$ cat src/rtl/adder_bist_pkg.sv
`default_nettype none
// ============================================================================
// Module      : adder_bist_pkg
// Description : Shared types and constants for the adder BIST initiator.
// Revision    : 1.0 - initial release
// ============================================================================
package adder_bist_pkg;

    typedef enum logic [2:0] {
        S_IDLE     = 3'd0,
        S_DIRECTED = 3'd1,
        S_RANDOM   = 3'd2,
        S_DRAIN    = 3'd3,
        S_DONE     = 3'd4
    } state_t;

    localparam logic [15:0] LFSR_MASK    = 16'hB400;
    localparam logic [15:0] DEFAULT_SEED = 16'hACE1;
    localparam int          ERR_W        = 8;
    localparam int          IDX_W        = 10;

endpackage
`default_nettype wire

$ cat src/rtl/adder_bist_lfsr.sv
`default_nettype none
// ============================================================================
// Module      : adder_bist_lfsr
// Description : 16-bit right-shifting Galois LFSR with synchronous load.
// Revision    : 1.0 - initial release
// ============================================================================
module adder_bist_lfsr
    import adder_bist_pkg::*;
(
    input  logic        clk,
    input  logic        rst,
    input  logic        load,
    input  logic [15:0] seed,
    input  logic        advance,
    output logic [15:0] q
);

    logic [15:0] r_q;

    always_ff @(posedge clk) begin
        if (rst || load) begin
            r_q <= seed;
        end else if (advance) begin
            r_q <= r_q[0] ? ((r_q >> 1) ^ LFSR_MASK) : (r_q >> 1);
        end
    end

    assign q = r_q;

endmodule
`default_nettype wire

$ cat src/rtl/adder_bist.sv
`default_nettype none
// ============================================================================
// Module      : adder_bist
// Description : Self-test initiator for the registered carry-in adder: one
//               directed vector, an LFSR sequence, delayed golden compare.
// Revision    : 1.0 - initial release
// ============================================================================
module adder_bist
    import adder_bist_pkg::*;
#(
    parameter int          WIDTH       = 5,
    parameter int          NUM_VECTORS = 20,
    parameter int          LATENCY     = 1,
    parameter logic [15:0] SEED        = 16'hACE1
) (
    input  logic               clk,
    input  logic               rst,
    input  logic               start,
    output logic [WIDTH-1:0]   a,
    output logic [WIDTH-1:0]   b,
    output logic               c_in,
    input  logic [WIDTH-1:0]   s,
    input  logic               c_out,
    output logic               busy,
    output logic               done,
    output logic               pass,
    output logic [ERR_W-1:0]   err_cnt,
    output logic [IDX_W-1:0]   fail_idx,
    output logic [WIDTH-1:0]   fail_a,
    output logic [WIDTH-1:0]   fail_b,
    output logic               fail_cin
);

    localparam logic [15:0] c_seed  = (SEED == 16'h0000) ? DEFAULT_SEED : SEED;
    localparam int          c_ent_w = 1 + IDX_W + 3 * WIDTH + 2;

    state_t             r_state;
    logic [WIDTH-1:0]   r_a;
    logic [WIDTH-1:0]   r_b;
    logic               r_c_in;
    logic               r_drv_valid;
    logic [IDX_W-1:0]   r_drv_idx;
    logic [IDX_W-1:0]   r_idx;
    logic [2:0]         r_drain;
    logic               r_busy;
    logic               r_done;
    logic               r_pass;
    logic [ERR_W-1:0]   r_err_cnt;
    logic               r_first_fail;
    logic [IDX_W-1:0]   r_fail_idx;
    logic [WIDTH-1:0]   r_fail_a;
    logic [WIDTH-1:0]   r_fail_b;
    logic               r_fail_cin;
    logic [c_ent_w-1:0] r_pipe [LATENCY];

    logic               w_start_acc;
    logic [15:0]        w_q;
    logic               w_unused_q;
    logic [WIDTH:0]     w_exp;
    logic [c_ent_w-1:0] w_ent;
    logic [c_ent_w-1:0] w_tail;
    logic               w_t_valid;
    logic [IDX_W-1:0]   w_t_idx;
    logic [WIDTH-1:0]   w_t_a;
    logic [WIDTH-1:0]   w_t_b;
    logic               w_t_cin;
    logic [WIDTH:0]     w_t_exp;
    logic               w_mismatch;

    assign w_start_acc = start && ((r_state == S_IDLE) || (r_state == S_DONE));

    adder_bist_lfsr u_lfsr (
        .clk     (clk),
        .rst     (rst),
        .load    (w_start_acc),
        .seed    (c_seed),
        .advance (r_state == S_RANDOM),
        .q       (w_q)
    );

    assign w_unused_q = ^w_q[15:2*WIDTH+1];

    always_ff @(posedge clk) begin
        if (rst) begin
            r_state     <= S_IDLE;
            r_a         <= '0;
            r_b         <= '0;
            r_c_in      <= 1'b0;
            r_drv_valid <= 1'b0;
            r_drv_idx   <= '0;
            r_idx       <= '0;
            r_drain     <= '0;
            r_busy      <= 1'b0;
            r_done      <= 1'b0;
            r_pass      <= 1'b0;
        end else begin
            case (r_state)
                S_IDLE, S_DONE: begin
                    r_a         <= '0;
                    r_b         <= '0;
                    r_c_in      <= 1'b0;
                    r_drv_valid <= 1'b0;
                    if (start) begin
                        r_state <= S_DIRECTED;
                        r_done  <= 1'b0;
                        r_pass  <= 1'b0;
                    end else if (r_state == S_DONE) begin
                        // Flags follow the DONE state by one edge so the last compare is already counted.
                        r_busy <= 1'b0;
                        r_done <= 1'b1;
                        r_pass <= (r_err_cnt == '0);
                    end
                end
                S_DIRECTED: begin
                    r_a         <= WIDTH'(1);
                    r_b         <= WIDTH'(1);
                    r_c_in      <= 1'b1;
                    r_drv_valid <= 1'b1;
                    r_drv_idx   <= '0;
                    r_idx       <= IDX_W'(1);
                    r_busy      <= 1'b1;
                    r_state     <= S_RANDOM;
                end
                S_RANDOM: begin
                    r_a         <= w_q[WIDTH-1:0];
                    r_b         <= w_q[2*WIDTH-1:WIDTH];
                    r_c_in      <= w_q[2*WIDTH];
                    r_drv_valid <= 1'b1;
                    r_drv_idx   <= r_idx;
                    r_idx       <= r_idx + IDX_W'(1);
                    if (r_idx == IDX_W'(NUM_VECTORS)) begin
                        r_state <= S_DRAIN;
                        r_drain <= '0;
                    end
                end
                S_DRAIN: begin
                    r_a         <= '0;
                    r_b         <= '0;
                    r_c_in      <= 1'b0;
                    r_drv_valid <= 1'b0;
                    if (r_drain == 3'(LATENCY)) begin
                        r_state <= S_DONE;
                    end else begin
                        r_drain <= r_drain + 3'd1;
                    end
                end
                default: r_state <= S_IDLE;
            endcase
        end
    end

    // Expected value is taken from the operands as they leave the flops.
    assign w_exp = {1'b0, r_a} + {1'b0, r_b} + {{WIDTH{1'b0}}, r_c_in};
    assign w_ent = {r_drv_valid, r_drv_idx, r_a, r_b, r_c_in, w_exp};

    always_ff @(posedge clk) begin
        if (rst) begin
            for (int i = 0; i < LATENCY; i++) r_pipe[i] <= '0;
        end else begin
            r_pipe[0] <= w_ent;
            for (int i = 1; i < LATENCY; i++) r_pipe[i] <= r_pipe[i-1];
        end
    end

    assign w_tail     = r_pipe[LATENCY-1];
    assign w_t_valid  = w_tail[c_ent_w-1];
    assign w_t_idx    = w_tail[c_ent_w-2 -: IDX_W];
    assign w_t_a      = w_tail[3*WIDTH+1 -: WIDTH];
    assign w_t_b      = w_tail[2*WIDTH+1 -: WIDTH];
    assign w_t_cin    = w_tail[WIDTH+1];
    assign w_t_exp    = w_tail[WIDTH:0];
    assign w_mismatch = w_t_valid && ({c_out, s} != w_t_exp);

    always_ff @(posedge clk) begin
        if (rst || w_start_acc) begin
            r_err_cnt    <= '0;
            r_first_fail <= 1'b0;
            r_fail_idx   <= '0;
            r_fail_a     <= '0;
            r_fail_b     <= '0;
            r_fail_cin   <= 1'b0;
        end else if (w_mismatch) begin
            if (r_err_cnt != {ERR_W{1'b1}}) r_err_cnt <= r_err_cnt + ERR_W'(1);
            if (!r_first_fail) begin
                r_first_fail <= 1'b1;
                r_fail_idx   <= w_t_idx;
                r_fail_a     <= w_t_a;
                r_fail_b     <= w_t_b;
                r_fail_cin   <= w_t_cin;
            end
        end
    end

    assign a        = r_a;
    assign b        = r_b;
    assign c_in     = r_c_in;
    assign busy     = r_busy;
    assign done     = r_done;
    assign pass     = r_pass;
    assign err_cnt  = r_err_cnt;
    assign fail_idx = r_fail_idx;
    assign fail_a   = r_fail_a;
    assign fail_b   = r_fail_b;
    assign fail_cin = r_fail_cin;

endmodule
`default_nettype wire
$ cat config.mk
export PLATFORM = sky130hd
export DESIGN_NAME = adder_bist
export DESIGN_NICKNAME = d
export VERILOG_FILES = /design/src/rtl/adder_bist_pkg.sv /design/src/rtl/adder_bist_lfsr.sv /design/src/rtl/adder_bist.sv
export SDC_FILE = /design/constraint.sdc
export NUM_CORES = 1
export LEC_CHECK = 0
export CORE_AREA = 2 2 122 124
export DETAILED_ROUTE_END_ITERATION = 10
export DIE_AREA = 0 0 124 126
export GPL_ROUTABILITY_DRIVEN = 0
export MAX_ROUTING_LAYER = met4
export PLACE_DENSITY = 0.51
export SYNTH_ARGS = -nofsm -noshare
export SYNTH_HDL_FRONTEND = slang
export SYNTH_HIERARCHICAL = 1
export SYNTH_SLANG_ARGS = --single-unit
export TNS_END_PERCENT = 10
$ cat constraint.sdc
create_clock -name clk -period 5.8 [get_ports clk]
set_clock_uncertainty 0.2 [all_clocks]
set_input_delay 0.58 -clock clk [delete_from_list [all_inputs] [get_ports clk]]
set_output_delay 0.58 -clock clk [all_outputs]
set_load 0.005 [all_outputs]
==> run notes <==
Implementation numbers.

- The run finished with clean final reports.
- The main area contributors are dfxtp_1 (42%), edfxtp_1 (10%), nor2_1 (6.0%).
- The met2 layer wire length in the routed design is 4.34 mm.
- Power attributed to the clock group is 0.968 mW.
- The width of the chip is 124 um.
- Per the post-run analysis, buffers plus inverters along the critical path come to 1.
- The clock network latency to the later pin of the worst-skew pair is 410 ps.
- The final instance area is 0.00590 mm^2.
- After layout the signal buffers, clock cells excluded, come to 8.82% of cell area.
- TritonCTS built the clock tree.
- The post-synthesis sequential area ratio is 52.8%.
- The uppermost layer routed is met4.
- The synthesis warning total is 6.
- The kind of path behind the tightest hold check is reg2reg.
- The yosys stat cell total is 447.
- After the last flow step, the layout net total stands at 532.
- The setup slack of the most critical reg-to-reg path is 3300 ps.
- The residual antenna-violating net count after detailed routing is 0.
- The count of library flops with an enable pin is 16.
- STA puts the critical path data arrival time at 2630 ps.
- In the routed design, unresolved DRC markers number 0.
- The length of routed met3 wiring is 433 um.
- Of the cells placed in the final design, the portion with a size suffix greater than 1 is 11.3%.
-- flip-flops by register name (all words and copies together), names as in the netlist --
register	cells
r_pipe	28
u_lfsr/q	16
fail_idx	10
r_drv_idx	10
r_idx	10
err_cnt	8
a	5
b	5
fail_a	5
fail_b	5
r_drain	3
r_state	3
busy	1
c_in	1
done	1
fail_cin	1
pass	1
r_drv_valid	1
r_first_fail	1
-- logic make-up after synthesis --
logic type | after synthesis | share of synthesized area (%)
adders and majority gates | 12 | 3.54
xor gates and xnor gates | 16 | 3.00
DFF | 115 | 52.8
and+or+nand+nor | 154 | 16.8
muxes | 41 | 10.1
AOI/OAI and AO/OA | 68 | 9.63
other | 2 | 0.161
buffers and inverters | 39 | 4.10
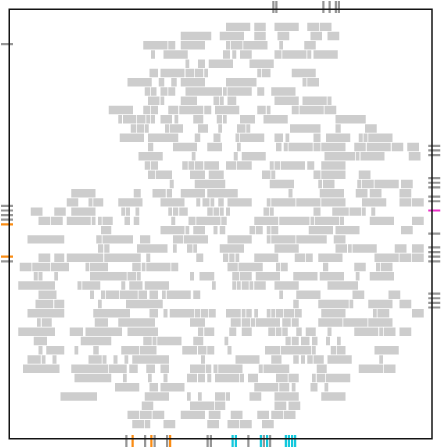
(images/io_placement.png)
Pins as bars across the die edge, other pins in grey.
colour	port	pins	direction	edge
orange	`b`	5	output	3 bottom, 2 left
cyan	`err_cnt`	8	output	bottom
magenta	`pass`	1	output	right
all pins by edge	20 bottom, 18 right, 8 left, 6 top
die outline height: 126 um
port buffer count: 51

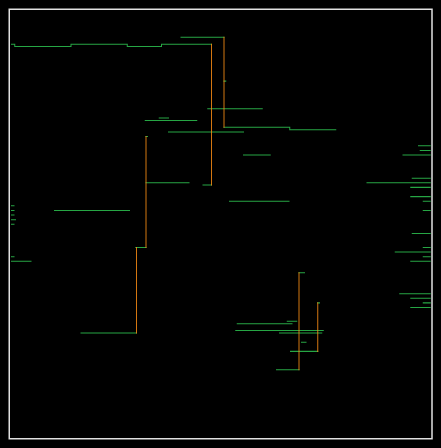
(images/wires.png)
Only two layers are drawn.
colour	layer	wire length
orange	metal 4	169 um
green	metal 3	434 um

Power is estimated from default activity; no workload was simulated.
